<file path="src/rtl/mm_job_arbiter.sv">
// mm_job_arbiter: shares one matrix-multiply engine among NREQ requesters.
// Round-robin pick in IDLE, one-cycle start strobe in ISSUE, watchdog-guarded
// WAIT, and a DRAIN state that absorbs a completion level held high.
// Every output is a flop computed from the next-state decision.
module mm_job_arbiter #(
    parameter int NREQ    = 4,
    parameter int TIMEOUT = 1024
) (
    input  logic                 clk,
    input  logic                 rst,
    input  logic [NREQ-1:0]      req,
    input  logic [32*NREQ-1:0]   req_addr,
    input  logic [NREQ-1:0]      req_mode,
    output logic [NREQ-1:0]      grant,
    output logic [NREQ-1:0]      done,
    output logic [NREQ-1:0]      err,
    output logic                 busy,
    output logic [1:0]           owner_id,
    output logic                 mm_start,
    output logic [31:0]          mm_address,
    output logic                 mm_mode,
    input  logic                 mm_done
);

    localparam logic [1:0]  ST_IDLE  = 2'd0;
    localparam logic [1:0]  ST_ISSUE = 2'd1;
    localparam logic [1:0]  ST_WAIT  = 2'd2;
    localparam logic [1:0]  ST_DRAIN = 2'd3;

    localparam logic [1:0]  PTR_RST  = 2'(NREQ - 1);
    localparam logic [15:0] WD_LAST  = 16'(TIMEOUT - 1);

    // One-hot decode of a requester index.
    function automatic logic [NREQ-1:0] onehot(input logic [1:0] idx);
        logic [NREQ-1:0] r;
        r      = {NREQ{1'b0}};
        r[idx] = 1'b1;
        return r;
    endfunction

    logic [1:0]      state_q,    state_d;
    logic [1:0]      ptr_q,      ptr_d;
    logic [15:0]     wd_q,       wd_d;
    logic [1:0]      owner_q,    owner_d;
    logic [31:0]     addr_q,     addr_d;
    logic            mode_q,     mode_d;
    logic [NREQ-1:0] grant_q,    grant_d;
    logic [NREQ-1:0] done_q,     done_d;
    logic [NREQ-1:0] err_q,      err_d;
    logic            busy_q,     busy_d;
    logic            start_q,    start_d;

    logic            found_s;
    logic [1:0]      pick_s;
    logic [1:0]      cand_s;

    // Round-robin search: first set req bit starting just above the pointer.
    always_comb begin
        found_s = 1'b0;
        pick_s  = 2'd0;
        cand_s  = 2'd0;
        for (int i = 1; i <= NREQ; i++) begin
            cand_s = 2'((int'(ptr_q) + i) % NREQ);
            if (!found_s && req[cand_s]) begin
                found_s = 1'b1;
                pick_s  = cand_s;
            end else begin
                found_s = found_s;
            end
        end
    end

    // Next-state, job latch, watchdog and registered-output decisions.
    always_comb begin
        state_d = state_q;
        ptr_d   = ptr_q;
        wd_d    = wd_q;
        owner_d = owner_q;
        addr_d  = addr_q;
        mode_d  = mode_q;
        done_d  = {NREQ{1'b0}};
        err_d   = {NREQ{1'b0}};
        case (state_q)
            ST_IDLE: begin
                if (found_s) begin
                    state_d = ST_ISSUE;
                    owner_d = pick_s;
                    addr_d  = req_addr[{pick_s, 5'b00000} +: 32];
                    mode_d  = req_mode[pick_s];
                end else begin
                    state_d = ST_IDLE;
                end
            end
            ST_ISSUE: begin
                state_d = ST_WAIT;
                wd_d    = 16'd0;
            end
            ST_WAIT: begin
                // Completion wins over a same-cycle timeout.
                if (mm_done) begin
                    done_d  = onehot(owner_q);
                    ptr_d   = owner_q;
                    state_d = ST_DRAIN;
                end else if (wd_q == WD_LAST) begin
                    err_d   = onehot(owner_q);
                    ptr_d   = owner_q;
                    state_d = ST_DRAIN;
                end else begin
                    wd_d    = wd_q + 16'd1;
                end
            end
            ST_DRAIN: begin
                // Hold here until the engine drops its done level so it
                // cannot be mistaken for completion of the next job.
                if (mm_done) begin
                    state_d = ST_DRAIN;
                end else begin
                    state_d = ST_IDLE;
                end
            end
            default: begin
                state_d = ST_IDLE;
            end
        endcase

        if ((state_d == ST_ISSUE) || (state_d == ST_WAIT)) begin
            grant_d = onehot(owner_d);
        end else begin
            grant_d = {NREQ{1'b0}};
        end
        start_d = (state_d == ST_ISSUE);
        busy_d  = (state_d != ST_IDLE);
    end

    // State and output registers with synchronous reset.
    always_ff @(posedge clk) begin
        if (rst) begin
            state_q <= ST_IDLE;
            ptr_q   <= PTR_RST;
            wd_q    <= 16'd0;
            owner_q <= 2'd0;
            addr_q  <= 32'd0;
            mode_q  <= 1'b0;
            grant_q <= {NREQ{1'b0}};
            done_q  <= {NREQ{1'b0}};
            err_q   <= {NREQ{1'b0}};
            busy_q  <= 1'b0;
            start_q <= 1'b0;
        end else begin
            state_q <= state_d;
            ptr_q   <= ptr_d;
            wd_q    <= wd_d;
            owner_q <= owner_d;
            addr_q  <= addr_d;
            mode_q  <= mode_d;
            grant_q <= grant_d;
            done_q  <= done_d;
            err_q   <= err_d;
            busy_q  <= busy_d;
            start_q <= start_d;
        end
    end

    assign grant      = grant_q;
    assign done       = done_q;
    assign err        = err_q;
    assign busy       = busy_q;
    assign owner_id   = owner_q;
    assign mm_start   = start_q;
    assign mm_address = addr_q;
    assign mm_mode    = mode_q;

endmodule

</file>
<file path="config.mk">
export PLATFORM = sky130hd
export DESIGN_NAME = mm_job_arbiter
export DESIGN_NICKNAME = d
export VERILOG_FILES = /design/src/rtl/mm_job_arbiter.sv
export SDC_FILE = /design/constraint.sdc
export NUM_CORES = 1
export LEC_CHECK = 0
export ABC_AREA = 1
export CAP_MARGIN = 0
export CORE_MARGIN = 1
export CORE_UTILIZATION = 48
export CTS_BUF_LIST = sky130_fd_sc_hd__clkbuf_8 sky130_fd_sc_hd__clkbuf_16
export DETAILED_ROUTE_END_ITERATION = 10
export PLACE_DENSITY = 0.9
export SYNTH_ARGS = -nofsm -noshare
export SYNTH_HDL_FRONTEND = slang
export SYNTH_SLANG_ARGS = --single-unit
export TNS_END_PERCENT = 10
</file>
<file path="constraint.sdc">
create_clock -name clk -period 7.12 [get_ports clk]
set_input_delay 2.136 -clock clk [delete_from_list [all_inputs] [get_ports clk]]
set_output_delay 2.136 -clock clk [all_outputs]
set_load 0.02 [all_outputs]
</file>
==> images/floorplan.png <==
Bar = 20 um. Pins as bars on the die edge. Tap cells in gray.
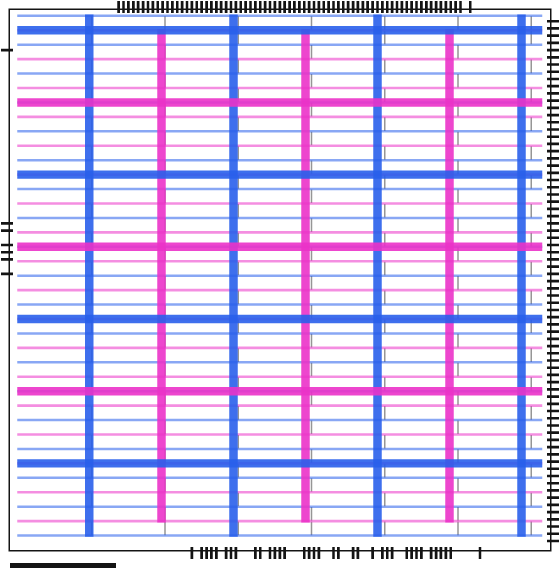
VDD: marked magenta. VSS: marked blue.
7 straps on met5. The core has 36 rows.

==> images/placed.png <==
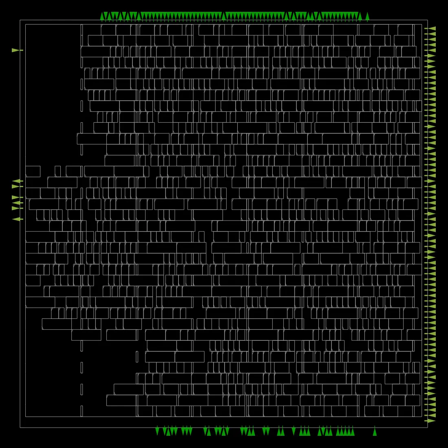
sequential cell count: 69
sequential share of cell area: 20.4%
Finished Core Util: 70.1%

==> images/class_map.png <==
Fill, decap, tap and diode cells in gray.
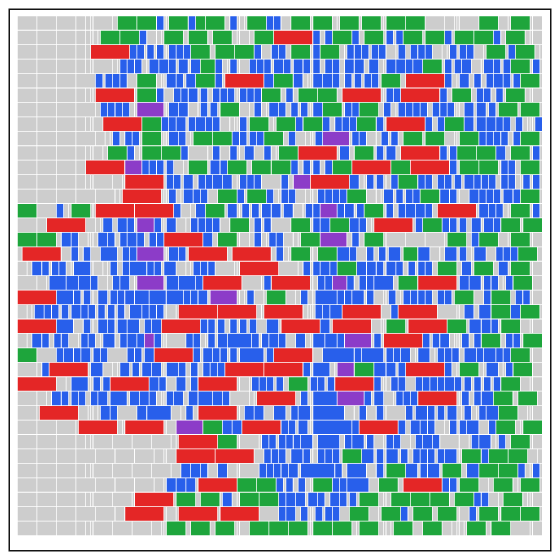
remaining logic cells: marked blue, cells 717. registers: marked red, cells 69. remaining buffers and delay cells: marked green, cells 189. clock drivers and dummy loads: marked purple, cells 16.

==> images/route_heat.png <==
The die is cut into 20 by 20 equal tiles; dark blue is low, red is high, scaled to the fullest tile. Values are wire area over tile area, all layers added.
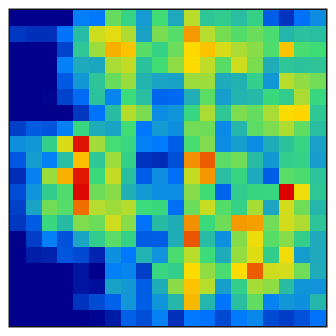
The densest ninth of the die: north. The fullest tile reaches 0.60. The mean over all tiles is 0.24.

==> images/port_trees.png <==
Bar = 20 um.
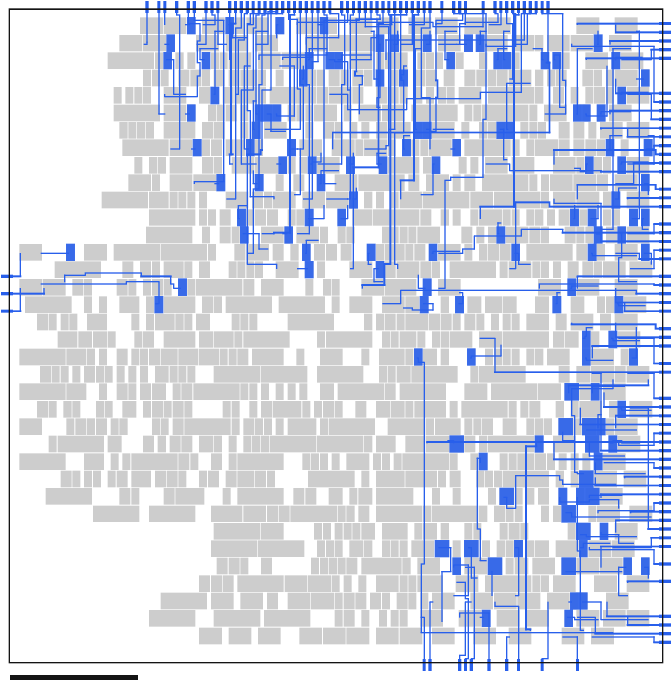
req_addr: marked blue, bits 128, direction input, end cells 128, buffers 128, wire 3160 um.

==> CHANGELOG.md <==
### Metrics

* Clock share of power at 16.0%
* Crit-path cells: clkdlybuf4s50_1 > inv_1 > nand2_1 > nand3_1 > nand2_1 > nor2_8 > nand3_4 > nand2_2 > inv_2 > nor2_1 > ha_1 > nand3_1 > nor2_1
* Htree depth at 3
* Switching Share at 46.0%
* Post-detail-place hpwl at 10.7 mm
* Clk slew on worst S/H paths at 80 ps
* Setup bufs post-CTS at 0
* Largest net degree at the start of global routing at 54
* Fillers at 803
* Final Hold Vio Count at 0
* Hold slack at 496 ps
* Netlist cell types at 34
* HP Class: reg2reg
* Synthesized netlist cell count at 823
* F_max at 205 MHz
* TritonRoute pass-1 iters at 6
* Status: complete, no violations
* Share of layout cells above drive strength 1 at 4.74%
* Synth Flop Type: dfxtp_1
* Clock sinks at 69
* Minimum clock period at 4870 ps
* Nets at 1128
* Core Rows at 36
* Internal at 1.01 mW
* Hold Path Depth at 2
* Reg-to-reg endpoint: mm_address[0]
* Top cell area share at 28.9%
* Crit path DAT at 5120 ps
* TritonCTS buffer count at 9
* GRT Residual Overflow at 0
* Flop2flop setup slack at 3860 ps
* Worst Setup End Kind: register
* Clock buffer depth at 2
* CTS tree: done
* Area leader, netlist: dfxtp_1
* Met1 Use GR at 32.1%
* #FFs+latches synth at 69
* Period utilization at 68.4%
* Drt drc at 0
* Seq/Total Area, Yosys at 28.9%
* Die Ht at 102 um
* PostCTS Resize Cnt at 0
* Max_cap viols at 0
* Top-count cell post-synth: nand2_1
* Vias per cell at 4.93
* R2R cell count at 14
* GRT Util Overall at 27.9%
* Avg Cell Area, Syn at 5.80 sq um
* Met2 usage at 48.6%
* Num ports at 188
* Top delay family on crit path: simple AND/OR/NAND/NOR gates
* CP max-delay cell: inv_2
* Post-synth EDFFs at 0
* Worst reg2reg startpoint: ptr_q[0]
* Routability cong. at 0.936
* Ys cells at 823
* Min-Delay Endpoint: wd_q[15]
* Total number of yosys warnings at 0
* Yosys Chip Area at 4770 sq um
* Top cells by area: dfxtp_1 29%, nand2_1 20%, inv_1 13%, nand3_1 11%, nor2_1 6.5%
* # diodes at 0
* Net count after synthesis at 965
* RSZ-0062 raised after global routing: false
* Vias in the first global route at 4866
* CP max FO at 53
* Latency at later pin at 360 ps
* Setup CP Type: in2reg
* CORE AREA at 9680 sq um
* GRT Max-Usage Layer: met2
* Buf/Inv on CP at 3
* Ys async rst share at 0%
* Power Density at 274 nW/um^2
* FP Util at 49.3%
* Root buffer cell: clkbuf_8
## per-layer routing
layer  part of all wire [%]  up-vias
met5                      0        -
li1                       -     2826
met2                     48      211
met1                     40     2453
met4                    4.0        0
met3                    8.4       53
## flip-flops by register name, indices dropped and copies added, names as in the netlist
name,cells
busy,1
mm_mode,1
mm_address,32
err,4
done,4
wd_q,16
grant,4
state_q,2
owner_id,2
mm_start,1
ptr_q,2
## layout make-up
cell class	count	area [sq um]	area share (%)
clock buffer	9	124	1.83
timing repair buffer	189	1880	27.7
inverter	166	626	9.22
sequential	69	1380	20.4
tap	133	166	2.45
clock inverter	7	56.3	0.830
multi-input combinational	551	2550	37.6
## worst reg2reg max path, stage by stage (launching register included)
cell and delay [ps]:
dfxtp_1 610, inv_4 120, nand2_1 90, nand2_1 70, nand2_1 130, nand2_4 90, inv_2 80, nand3_2 430
nand3_2 660, buf_4 440, nand2_1 110, nand3_1 90, nand3_1 100, nand2_1 90, inv_1 40
## metrics by stage
stage	power [mW]	instance area, sq um	instances	worst slack [ps]	utilization, %
global route	2.01	6790	1124	1970	70.1
CTS	1.86	6790	1124	2280	70.1
detailed placement	1.56	6610	1108	1920	68.2
global placement	1.55	6610	1108	2020	68.2
finish	1.86	6790	1124	2250	70.1
floorplan	1.24	4770	823	3380	-
## layout by cell type (no fill, tap or decap), types with 2 or more instances in the layout
cell               n
nand2_1          257
clkdlybuf4s50_1  186
inv_1            160
nand3_1          103
nor2_1            83
dfxtp_1           69
nand4_1           30
a21oi_1           18
nor3_1            13
clkbuf_8           9
nand2_2            7
xor2_1             7
inv_2              5
o21ai_0            5
nor4_1             3
xnor2_1            3
ha_1               3
inv_6              3
nand2_4            2
nand3_2            2
nor2_4             2
o21ai_1            2
a21oi_4            2
nand3b_1           2
clkinv_4           2
buf_4              2
## power groups by stage
stage | Clock, mW | Sequential (mW) | Combinational, mW
final | 0.298 | 0.529 | 1.03
after global routing | 0.322 | 0.538 | 1.15
after CTS | 0.303 | 0.527 | 1.03
after detailed placement | 0 | 0.536 | 1.03
after global placement | 0 | 0.533 | 1.01
after floorplan | 0 | 0.623 | 0.612
## how the worst max path moves through the flow
stage,to,cells after the start,startpoint
6_report,grant[2],13,req[3]
3_5_place_dp,grant[0],13,req[3]
4_1_cts,grant[2],13,req[3]
2_1_floorplan,grant[0],13,req[3]
5_1_grt,grant[2],13,req[2]
3_3_place_gp,grant[0],13,req[2]
## cell families after synthesis
logic type / share of synthesized area [%]
compound gates: 3.67
flops: 28.9
simple gates: 47.1
buf+inv: 17.7
xor+xnor: 1.83
fa+ha+maj: 0.786
Power is estimated from default activity; no workload was simulated.
